==> config.mk <==
export PLATFORM = sky130hd
export DESIGN_NAME = blink_rate_detector
export DESIGN_NICKNAME = d
export VERILOG_FILES = /design/src/rtl/blink_pkg.sv /design/src/rtl/sync_edge.sv /design/src/rtl/blink_rate_detector.sv
export SDC_FILE = /design/constraint.sdc
export NUM_CORES = 1
export LEC_CHECK = 0
export CAP_MARGIN = 5
export CORE_ASPECT_RATIO = 1.5
export CORE_MARGIN = 8
export CORE_UTILIZATION = 65
export CTS_BUF_LIST = sky130_fd_sc_hd__clkbuf_2
export DETAILED_ROUTE_END_ITERATION = 8
export PLACE_DENSITY = 0.88
export SLEW_MARGIN = 20
export SYNTH_ARGS = -nofsm -noshare
export SYNTH_HDL_FRONTEND = slang
export SYNTH_SLANG_ARGS = --single-unit
==> constraint.sdc <==
create_clock -name clk -period 4.5 [get_ports clk]
set_input_delay 0.9 -clock clk [delete_from_list [all_inputs] [get_ports clk]]
set_output_delay 0.9 -clock clk [all_outputs]
set_load 0.05 [all_outputs]
==> src/rtl/blink_pkg.sv <==
// -----------------------------------------------------------------------------
// blink_pkg
// Shared definitions for the blink rate detector:
//   state_e    - classifier FSM states
//   RATE_*     - rate codes, slowest (00) to fastest (11)
//   TOL_SHIFT  - tolerance is T_c >> TOL_SHIFT on each side of the nominal period
// -----------------------------------------------------------------------------
package blink_pkg;

    typedef enum logic [1:0] {
        ST_IDLE    = 2'd0,
        ST_MEASURE = 2'd1,
        ST_CONFIRM = 2'd2,
        ST_LOCKED  = 2'd3
    } state_e;

    // Names follow the nominal blink frequency of each code at the default depth
    localparam logic [1:0] RATE_0745 = 2'b00;
    localparam logic [1:0] RATE_149  = 2'b01;
    localparam logic [1:0] RATE_298  = 2'b10;
    localparam logic [1:0] RATE_596  = 2'b11;

    localparam int unsigned TOL_SHIFT = 3;
    localparam int unsigned NUM_RATES = 4;

endpackage : blink_pkg

==> src/rtl/sync_edge.sv <==
// -----------------------------------------------------------------------------
// sync_edge
// Two-flop synchronizer followed by a third flop; emits a one-cycle rising-edge
// pulse on edge_out = sync2 & ~sync3.
// Ports:
//   clk      - clock, rising edge
//   rst      - asynchronous active-low reset
//   async_in - asynchronous input
//   edge_out - rising-edge pulse, synchronous to clk
// The pulse is held off until all three flops carry real input samples, so an
// input that is already high when reset releases does not look like a rise.
// -----------------------------------------------------------------------------
module sync_edge (
    input  logic clk,
    input  logic rst,
    input  logic async_in,
    output logic edge_out
);

    logic       sync1_q;
    logic       sync2_q;
    logic       sync3_q;
    logic [1:0] warm_q;

    // Synchronizer chain plus warm-up counter of cycles since reset release
    always_ff @(posedge clk or negedge rst) begin
        if (!rst) begin
            sync1_q <= 1'b0;
            sync2_q <= 1'b0;
            sync3_q <= 1'b0;
            warm_q  <= 2'd0;
        end else begin
            sync1_q <= async_in;
            sync2_q <= sync1_q;
            sync3_q <= sync2_q;
            if (warm_q != 2'd3) begin
                warm_q <= warm_q + 2'd1;
            end else begin
                warm_q <= warm_q;
            end
        end
    end

    // sync3 only holds a genuine sample once warm_q has reached 3
    assign edge_out = sync2_q & ~sync3_q & (warm_q == 2'd3);

endmodule : sync_edge

==> src/rtl/blink_rate_detector.sv <==
// -----------------------------------------------------------------------------
// blink_rate_detector
// Classifies the rise-to-rise period of an asynchronous blink waveform into one
// of four rates T_c = 2^(N-c) clk cycles (c = 0..3, tolerance T_c/8) and locks
// once two consecutive periods agree.
// Parameters:
//   N        - divider depth (N >= 4)
// Ports:
//   clk      - clock, rising edge
//   rst      - asynchronous active-low reset
//   led_in   - asynchronous blink waveform
//   rate     - locked rate code, holds last value when lock is lost
//   valid    - high while locked
//   rate_upd - one-cycle pulse in the cycle valid rises
// -----------------------------------------------------------------------------
module blink_rate_detector
    import blink_pkg::*;
#(
    parameter int N = 27
) (
    input  logic       clk,
    input  logic       rst,
    input  logic       led_in,
    output logic [1:0] rate,
    output logic       valid,
    output logic       rate_upd
);

    localparam int CW = N + 2;
    typedef logic [CW-1:0] cnt_t;

    localparam cnt_t CNT_MAX = {CW{1'b1}};
    localparam cnt_t T0      = cnt_t'(1) << N;
    localparam cnt_t TO_LIM  = T0 + (T0 >> TOL_SHIFT);

    // True when period p lies inside the tolerance band of rate code c
    function automatic logic band_hit(input cnt_t p, input logic [1:0] c);
        cnt_t t;
        cnt_t tol;
        t   = cnt_t'(1) << (N - int'(c));
        tol = t >> TOL_SHIFT;
        return (p >= (t - tol)) && (p <= (t + tol));
    endfunction

    logic       edge_s;
    cnt_t       cnt_q;
    cnt_t       cnt_d;
    cnt_t       period_s;
    logic [3:0] match_s;
    logic       hit_s;
    logic [1:0] code_s;
    logic       timeout_s;

    state_e     state_q;
    logic [1:0] cand_q;
    logic [1:0] rate_q;
    logic       valid_q;
    logic       upd_q;

    sync_edge u_sync_edge (
        .clk      (clk),
        .rst      (rst),
        .async_in (led_in),
        .edge_out (edge_s)
    );

    // Measured period is cnt+1; saturate so a stuck count never wraps to a small period
    assign period_s  = (cnt_q == CNT_MAX) ? cnt_q : (cnt_q + cnt_t'(1));
    assign timeout_s = (cnt_q > TO_LIM);

    // Per-rate band match for the period ending at this edge
    always_comb begin
        match_s = 4'b0000;
        for (int c = 0; c < int'(NUM_RATES); c++) begin
            match_s[c] = band_hit(period_s, 2'(c));
        end
    end

    // Bands are disjoint, so any pattern other than one-hot is a miss
    always_comb begin
        hit_s  = 1'b0;
        code_s = RATE_0745;
        case (match_s)
            4'b0001: begin hit_s = 1'b1; code_s = RATE_0745; end
            4'b0010: begin hit_s = 1'b1; code_s = RATE_149;  end
            4'b0100: begin hit_s = 1'b1; code_s = RATE_298;  end
            4'b1000: begin hit_s = 1'b1; code_s = RATE_596;  end
            default: begin hit_s = 1'b0; code_s = RATE_0745; end
        endcase
    end

    // Period counter next state: restart on edge, otherwise count and saturate
    always_comb begin
        if (edge_s) begin
            cnt_d = '0;
        end else if (cnt_q == CNT_MAX) begin
            cnt_d = cnt_q;
        end else begin
            cnt_d = cnt_q + cnt_t'(1);
        end
    end

    // Period counter register
    always_ff @(posedge clk or negedge rst) begin
        if (!rst) begin
            cnt_q <= '0;
        end else begin
            cnt_q <= cnt_d;
        end
    end

    // Classifier FSM with registered outputs; an edge wins over a timeout
    always_ff @(posedge clk or negedge rst) begin
        if (!rst) begin
            state_q <= ST_IDLE;
            cand_q  <= RATE_0745;
            rate_q  <= RATE_0745;
            valid_q <= 1'b0;
            upd_q   <= 1'b0;
        end else begin
            upd_q <= 1'b0;
            if (edge_s) begin
                case (state_q)
                    ST_IDLE: begin
                        // First edge only provides the reference point
                        state_q <= ST_MEASURE;
                    end
                    ST_MEASURE: begin
                        if (hit_s) begin
                            cand_q  <= code_s;
                            state_q <= ST_CONFIRM;
                        end
                    end
                    ST_CONFIRM: begin
                        if (hit_s && (code_s == cand_q)) begin
                            state_q <= ST_LOCKED;
                            rate_q  <= cand_q;
                            valid_q <= 1'b1;
                            upd_q   <= 1'b1;
                        end else if (hit_s) begin
                            cand_q <= code_s;
                        end else begin
                            state_q <= ST_MEASURE;
                        end
                    end
                    ST_LOCKED: begin
                        if (!(hit_s && (code_s == rate_q))) begin
                            state_q <= ST_MEASURE;
                            valid_q <= 1'b0;
                        end
                    end
                    default: begin
                        state_q <= ST_IDLE;
                        valid_q <= 1'b0;
                    end
                endcase
            end else if (timeout_s && (state_q != ST_IDLE)) begin
                state_q <= ST_IDLE;
                valid_q <= 1'b0;
            end
        end
    end

    assign rate     = rate_q;
    assign valid    = valid_q;
    assign rate_upd = upd_q;

endmodule : blink_rate_detector

==> images/clk_routes.png <==
The bar under the picture is 20 um long.
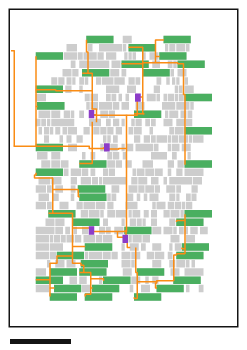
Key: clock drivers = purple [count 5]; clock wires = orange [length 529 um]; flip-flops = green [count 42]
There are 6 routed clock nets. Position of the flops: all over the die.

==> images/placement_by_type.png <==
The bar under the picture is 20 um long.
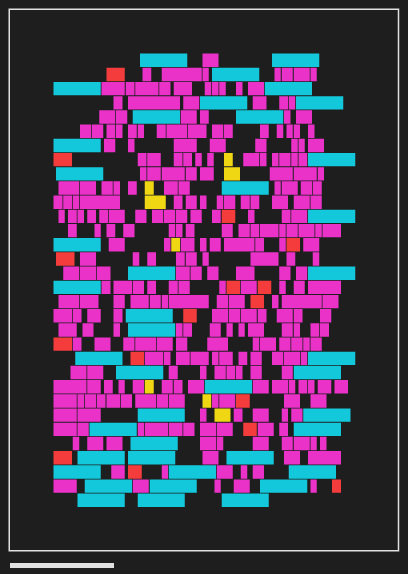
Key: other buffers and delay cells = red [cells 16, share of their area 3.9%]; combinational and other logic = magenta [cells 305, share of their area 63%]; clock drivers and dummy loads = yellow [cells 8, share of their area 1.6%]; flops = cyan [cells 42, share of their area 32%]

==> qor.txt <==
Most numerous logic cell after layout: dfrtp_1
Register bit total from synthesis: 42
P_sw: 0.274 mW
Cell Int Power: 0.507 mW
Fill cells: 429
Tool warnings: 31
WL final: 8730 um
Max-slew headroom: 0.361
DR vias/cell: 6.82
Post-route DRC violation count: 0
Die Wd: 74.3 um
Clock power share: 0.246
Overflow after GRT: 0
Logic share of the area: 0.601
Logic power comb: 0.155 mW
Vias in the first global route: 3,055
Fmax: 0.241 GHz
Worst hold path class: reg2reg
Syn Std Cell Area: 0.00332 mm^2
Clock Tree Buf Depth: 2
Synth Seq Share: 0.317
Post-CTS Hold Buffers: 0
Setup TNS: 0 ns
Clk sinks: 42
DRT antenna net count: 0
Reg2Reg Depth: 13
Clock skew: 0.0198 ns
Flip-flop and latch area: 0.00105 mm^2
PwrDens: 228 mW/mm^2
Tap Count: 68
Die area: 0.00769 mm^2
Critical Path Start Type: flop
Crit-path leading delay family: simple AND/OR/NAND/NOR gates
Nets: 381
Max cap viols: 0
Worst setup EP type: flop
Cycle use final: 0.922
DP Cell Count: 431
Finished Layout Cells: 439
Async S/R FF share, synth: 1.00
Core Area: 0.00504 mm^2
Hold Fails Final Rpt: 0
Worst Max-Slew Pin Slew: 0.958 ns
Num sequential: 42
CP max stage delay: 0.49 ns
GPL Wtd Cong: 1.03
Root Buffer: clkbuf_2
Fp_density: 0.657
RR Endpoint: state_q[0]$_DFFE_PN0P_
Layout area overhead: 3.02%
Multi-input logic area: 0.00205 mm^2
Max-slew violation count: 0
Synthesis area per yosys: 0.00332 mm^2
Clock network area share: 0.0158
DR vias: 2,996
Multi-input gates: 294
FF-to-FF Start: cnt_q[0]$_DFF_PN0_
Post-CTS setup repair buffer count: 0
# clk buffers: 5
# diodes: 0
Initial antenna violation count: 0
Non-Clock Inverter Count: 11
Share of cells above drive strength 1: 0.137
Status: finished clean
Crit Path Category: reg2reg
Main synth FF type: dfrtp_1
Die span in y: 103 um
Net Sw Frac: 0.351
Port bufs: 6
Minimum clock period: 4.15 ns
Clock slew at reported path FFs: 0.26 ns
Distinct lib cells: 75
Sequential power share: 0.556
## Yosys cell counts (9+ instances only)
library cell / instances / area [um^2]
xnor2_1: 10 / 87.6
nand4_1: 15 / 93.8
a21oi_1: 18 / 90.1
o21ai_0: 12 / 60.1
nand2_1: 26 / 97.6
xor2_1: 13 / 114
a31oi_1: 9 / 56.3
nor2_1: 39 / 146
inv_1: 11 / 41.3
nor4_1: 10 / 62.6
nor3_1: 10 / 50.1
clkbuf_1: 9 / 33.8
nand3_1: 14 / 70.1
dfrtp_1: 42 / 1050
## sequential cells by signal, indices dropped and copies added, names as in the netlist, 2 cells and up
name                cells
state_q                 2
rate                    2
u_sync_edge.warm_q      2
cnt_q                  29
cand_q                  2
## cells by family (layout without fill, tap and decap cells)
family                     Yosys count  after routing  share of synthesized area
DFF                                 42             42                      0.317
AOI/OAI and AO/OA                   77             77                      0.175
muxes                                8              8                     0.0257
and+or+nand+nor                    178            178                      0.328
adders and majority gates            8              8                     0.0302
xor gates and xnor gates            23             23                     0.0608
buffers and inverters               34             35                     0.0634
## routing by layer
metal / track usage / vias to the layer above / part of all wire
met3: 0.0454 / 44 / 0.050
li1: - / 1379 / -
met2: 0.435 / 127 / 0.52
met1: 0.251 / 1446 / 0.36
met4: 0.176 / 0 / 0.066
met5: 0 / - / 0
## through the flow
step	setup WS [ns]	util	hold WS (ns)
after floorplan	0.970	-	0.331
after global placement	0.587	0.666	0.336
after detailed placement	0.434	0.666	0.344
after CTS	0.398	0.677	0.397
after global routing	0.0214	0.677	0.409
final	0.349	0.677	0.394
No activity file was given, so power comes from the tool's default toggle rates.
